metal_stack.png
The bar under the picture is 50 µm long.
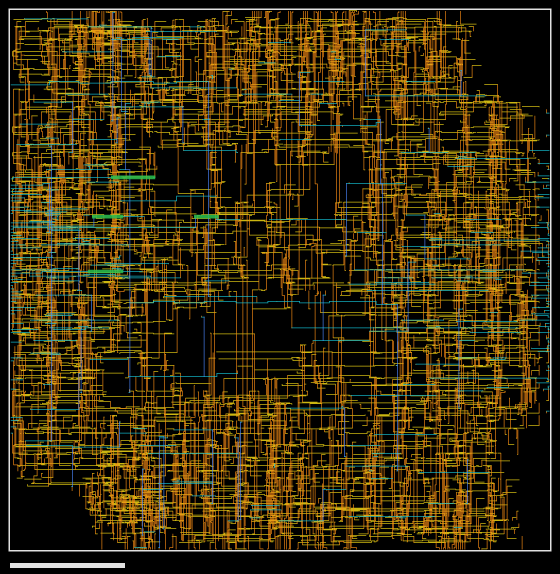
cell_classes.png
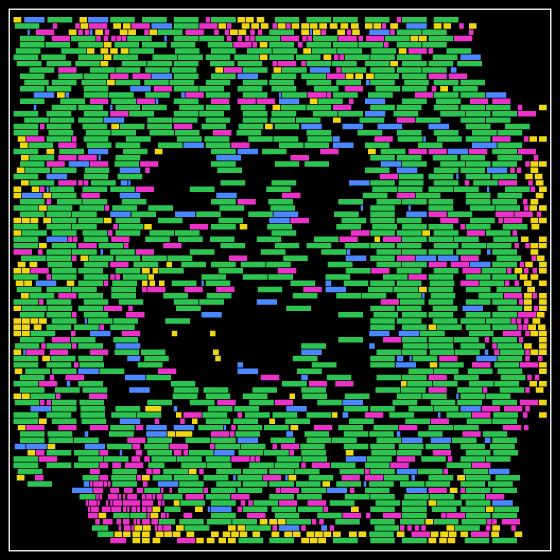
clock_map.png
The bar under the picture is 50 µm long.
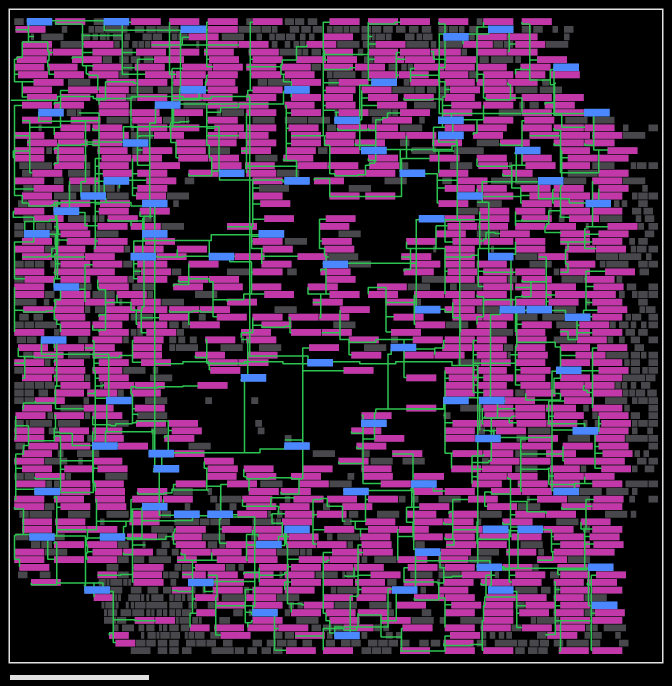
[src/rtl/rca_operand_collector.sv]
// Multi-beat operand collector: gathers NUM_OPERANDS operands from READ_PORTS-wide beats,
// queues packets in order and dispatches each to its RCA. Optional: RCA_COLLECTOR_BYPASS_EN.
//
// state          | meaning
// GATHER_0       | beat_cnt=0, waiting for beat 0 (captures rca_sel / id)
// GATHER_k       | beat_cnt=k, intermediate beat k of the packet
// GATHER_BEATS-1 | final beat: push to FIFO (or bypass), return to GATHER_0
module rca_operand_collector #(
  parameter int XLEN         = 32,
  parameter int NUM_OPERANDS = 5,
  parameter int READ_PORTS   = 2,
  parameter int NUM_RCAS     = 3,
  parameter int FIFO_DEPTH   = 4,
  parameter int ID_W         = 3,
  localparam int BEATS = (NUM_OPERANDS + READ_PORTS - 1) / READ_PORTS,
  localparam int SEL_W = (NUM_RCAS > 1) ? $clog2(NUM_RCAS) : 1,
  localparam int OCC_W = $clog2(FIFO_DEPTH) + 1
) (
  input  logic                         clk,
  input  logic                         rst,
  input  logic                         flush,
  input  logic                         in_valid,
  output logic                         in_ready,
  input  logic [READ_PORTS*XLEN-1:0]   in_ops,
  input  logic [SEL_W-1:0]             in_rca_sel,
  input  logic [ID_W-1:0]              in_id,
  output logic [NUM_RCAS-1:0]          out_valid,
  input  logic [NUM_RCAS-1:0]          out_ready,
  output logic [NUM_OPERANDS*XLEN-1:0] out_ops,
  output logic [ID_W-1:0]              out_id,
  output logic                         sel_err,
  output logic [OCC_W-1:0]             occupancy
);

  localparam int BEAT_W = (BEATS > 1) ? $clog2(BEATS) : 1;
  localparam int PTR_W  = $clog2(FIFO_DEPTH);
  localparam int RDY_W  = 1 << SEL_W;

  logic [BEAT_W-1:0] beat_cnt, beat_nxt;
  logic              blk, is_final, accept, sel_ok, push, pop, full, empty;
  logic              bypass_ok, bypass_fire;
  logic [SEL_W-1:0]  sel_lat, sel_cur, head_sel;
  logic [ID_W-1:0]   id_lat, id_cur;
  logic [RDY_W-1:0]  rdy_pad;

  logic [XLEN-1:0]              ops_buf [NUM_OPERANDS];
  logic [NUM_OPERANDS*XLEN-1:0] pkt_ops;

  logic [NUM_OPERANDS*XLEN-1:0] mem_ops [FIFO_DEPTH];
  logic [SEL_W-1:0]             mem_sel [FIFO_DEPTH];
  logic [ID_W-1:0]              mem_id  [FIFO_DEPTH];
  logic [PTR_W-1:0]             wr_ptr, rd_ptr;
  logic [OCC_W-1:0]             count;
  logic                         sel_err_q;

  assign blk      = rst | flush;
  assign is_final = (beat_cnt == BEAT_W'(BEATS - 1));
  assign accept   = in_valid & in_ready;
  assign sel_cur  = (beat_cnt == '0) ? in_rca_sel : sel_lat;
  assign id_cur   = (beat_cnt == '0) ? in_id : id_lat;
  assign sel_ok   = 32'(sel_cur) < NUM_RCAS;
  assign rdy_pad  = RDY_W'(out_ready);
  assign full     = (count == OCC_W'(FIFO_DEPTH));
  assign empty    = (count == '0);
  assign head_sel = mem_sel[rd_ptr];
  assign pop      = !empty && !blk && rdy_pad[head_sel];

`ifdef RCA_COLLECTOR_BYPASS_EN
  logic tgt_ready;
  assign tgt_ready   = rdy_pad[sel_cur];
  assign bypass_ok   = !blk && is_final && sel_ok && empty && tgt_ready;
  assign bypass_fire = bypass_ok && in_valid;
`else
  assign bypass_ok   = 1'b0;
  assign bypass_fire = 1'b0;
`endif

  assign push = accept && is_final && sel_ok && !bypass_fire;

  always_ff @(posedge clk) begin
    if (rst) beat_cnt <= '0;
    else     beat_cnt <= beat_nxt;
  end

  always_comb begin
    beat_nxt = beat_cnt;
    if (flush)       beat_nxt = '0;
    else if (accept) beat_nxt = is_final ? '0 : beat_cnt + BEAT_W'(1);
  end

  // Final beat may share a cycle with a pop, so a full FIFO does not stall it then.
  always_comb begin
    in_ready = 1'b0;
    if (!blk) in_ready = is_final ? (!full || pop || bypass_ok) : 1'b1;
  end

  always_comb begin
    pkt_ops = '0;
    for (int i = 0; i < NUM_OPERANDS; i++) begin
      if (i / READ_PORTS == BEATS - 1)
        pkt_ops[i*XLEN +: XLEN] = in_ops[(i % READ_PORTS)*XLEN +: XLEN];
      else
        pkt_ops[i*XLEN +: XLEN] = ops_buf[i];
    end
  end

  always_ff @(posedge clk) begin
    if (accept && beat_cnt == '0) begin
      sel_lat <= in_rca_sel;
      id_lat  <= in_id;
    end
    for (int i = 0; i < NUM_OPERANDS; i++) begin
      if (accept && int'(beat_cnt) == i / READ_PORTS)
        ops_buf[i] <= in_ops[(i % READ_PORTS)*XLEN +: XLEN];
    end
  end

  always_ff @(posedge clk) begin
    if (blk) begin
      wr_ptr    <= '0;
      rd_ptr    <= '0;
      count     <= '0;
      sel_err_q <= 1'b0;
    end else begin
      sel_err_q <= accept && is_final && !sel_ok;
      if (push) begin
        mem_ops[wr_ptr] <= pkt_ops;
        mem_sel[wr_ptr] <= sel_cur;
        mem_id[wr_ptr]  <= id_cur;
        wr_ptr          <= wr_ptr + PTR_W'(1);
      end
      if (pop) rd_ptr <= rd_ptr + PTR_W'(1);
      count <= count + OCC_W'(push) - OCC_W'(pop);
    end
  end

  always_comb begin
    out_valid = '0;
    out_ops   = '0;
    out_id    = '0;
    if (bypass_fire) begin
      out_valid = NUM_RCAS'(1) << sel_cur;
      out_ops   = pkt_ops;
      out_id    = id_cur;
    end else if (!empty && !blk) begin
      out_valid = NUM_RCAS'(1) << head_sel;
      out_ops   = mem_ops[rd_ptr];
      out_id    = mem_id[rd_ptr];
    end
  end

  assign sel_err   = sel_err_q;
  assign occupancy = count;

endmodule
[config.mk]
export PLATFORM = sky130hd
export DESIGN_NAME = rca_operand_collector
export DESIGN_NICKNAME = d
export VERILOG_FILES = /design/src/rtl/rca_operand_collector.sv
export SDC_FILE = /design/constraint.sdc
export NUM_CORES = 1
export LEC_CHECK = 0
export ABC_AREA = 0
export CORE_UTILIZATION = 55
export DETAILED_ROUTE_END_ITERATION = 12
export HOLD_SLACK_MARGIN = 0.1
export PLACE_DENSITY = 0.87
export SLEW_MARGIN = 20
export SYNTH_ARGS = -nofsm -noshare
export SYNTH_HDL_FRONTEND = slang
export SYNTH_SLANG_ARGS = --single-unit
[constraint.sdc]
create_clock -name clk -period 8.6 [get_ports clk]
set_input_delay 1.29 -clock clk [delete_from_list [all_inputs] [get_ports clk]]
set_output_delay 1.29 -clock clk [all_outputs]
set_load 0.005 [all_outputs]
==> flow_summary.ini <==
; synthesis and place-and-route metrics
[critical_path]
required_ps = 7310
crit_cells = 6
worst_ep_arrival_time_ps = 3940
crit_fanout = 87
crit_path_end_kind = output pin
crit_path_top_delay_cell = clkdlybuf4s50_1
slowest_delay_ps = 550
crit_path_start_kind = input port

[sta]
tightest_slew_ps = 1100
fin_crit_sh_pct = 60.8
slew_violations = 0
setup_ws_ps = 3370
slew_headroom_pct = 26.4
hold_viol_final = 0

[pwr]
p_leak_uw = 0.0107
seq_power_uw = 4300
p_total_uw = 7680
p_int_uw = 6240
comb_power_share_pct = 0.9
ir_drop_mv = 0.196
p_sw_uw = 1440
power.share.sequential_pct = 56.0

[synthesis]
flop_cell = edfxtp_1
synth.logic.top_family = multiplexers
floorplan.nets = 1352
mux_area_share_pct = 13.1
edf_count = 793
yosys-stat-cells = 1269
ys_types = 34
ys_warn_count = 0
postSynthSeqShare_pct = 81.2
syn_avg_cell_area_um2 = 23.3
top_cell_area_share_pct = 80.4

[die]
die-width_um = 234
die_area_um2 = 54800
core-area_um2 = 52900
initCoreUtil_pct = 56.0

[status]
outcome = complete, but fails checks
failed_checks = design-rule violations

[placed_design]
place_area_um2 = 32900
place_congestion = 0.756

[routing]
wl_per_cell_um = 24.9
drt-met1-wl_um = 22900
wl_met2_um = 29400
drt_iter0_drc = 960
drc_errors = 26

[layout]
areaGrowthSynthToFinish_pct = 19.6
fillers = 3240
seq_area_um2 = 24100
largest-register = mem_ops
top_regs = mem_ops: 640 flops, ops_buf: 128 flops, mem_id: 12 flops
seq_share_pct = 67.9
buffers = 266
utilization_pct = 67.0
largest_register_ffs = 640
design_area_um2 = 35400

[cts]
post_cts_resized = 0
cts_tree = yes

[job]
drv_cap = 0
log.warning_count = 29

[hold_path]
hp-start = rd_ptr[1]$_SDFFE_PP0P_
hp-class = reg2reg

[global_routing]
grt-ovfl-total = 0
grtUsageMet2_pct = 35.4
busiest_layer = met2
-- metal_stack.png (at the start) --
legend:
  cyan:
    layer: met3
    wire_length: 3780 µm
  yellow:
    layer: met1
    wire_length: 22.9 mm
  blue:
    layer: met4
    wire_length: 1330 µm
  orange:
    layer: met2
    wire_length: 29.4 mm
  green:
    layer: met5
    wire_length: 52.4 µm

-- cell_classes.png (at the start) --
legend:
  green:
    class: flops
    cells: 805
    share_of_their_area: 70%
  yellow:
    class: other buffers and delay cells
    cells: 266
    share_of_their_area: 7.6%
  blue:
    class: clock drivers and dummy loads
    cells: 143
    share_of_their_area: 7.2%
  magenta:
    class: all other logic
    cells: 405
    share_of_their_area: 15%

-- clock_map.png (at the start) --
legend:
  magenta:
    item: flip-flops
    count: 805
  green:
    item: clock wires
    length: 8260 µm
  blue:
    item: cells driving clock nets
    count: 79
routed clock nets: 80
P_clk: 3310 µW
Worst Skew: 19.2 ps
Insertion Delay late pin: 610 ps
Clk pwr share: 43.0%

No activity file was given, so power comes from the tool's default toggle rates.
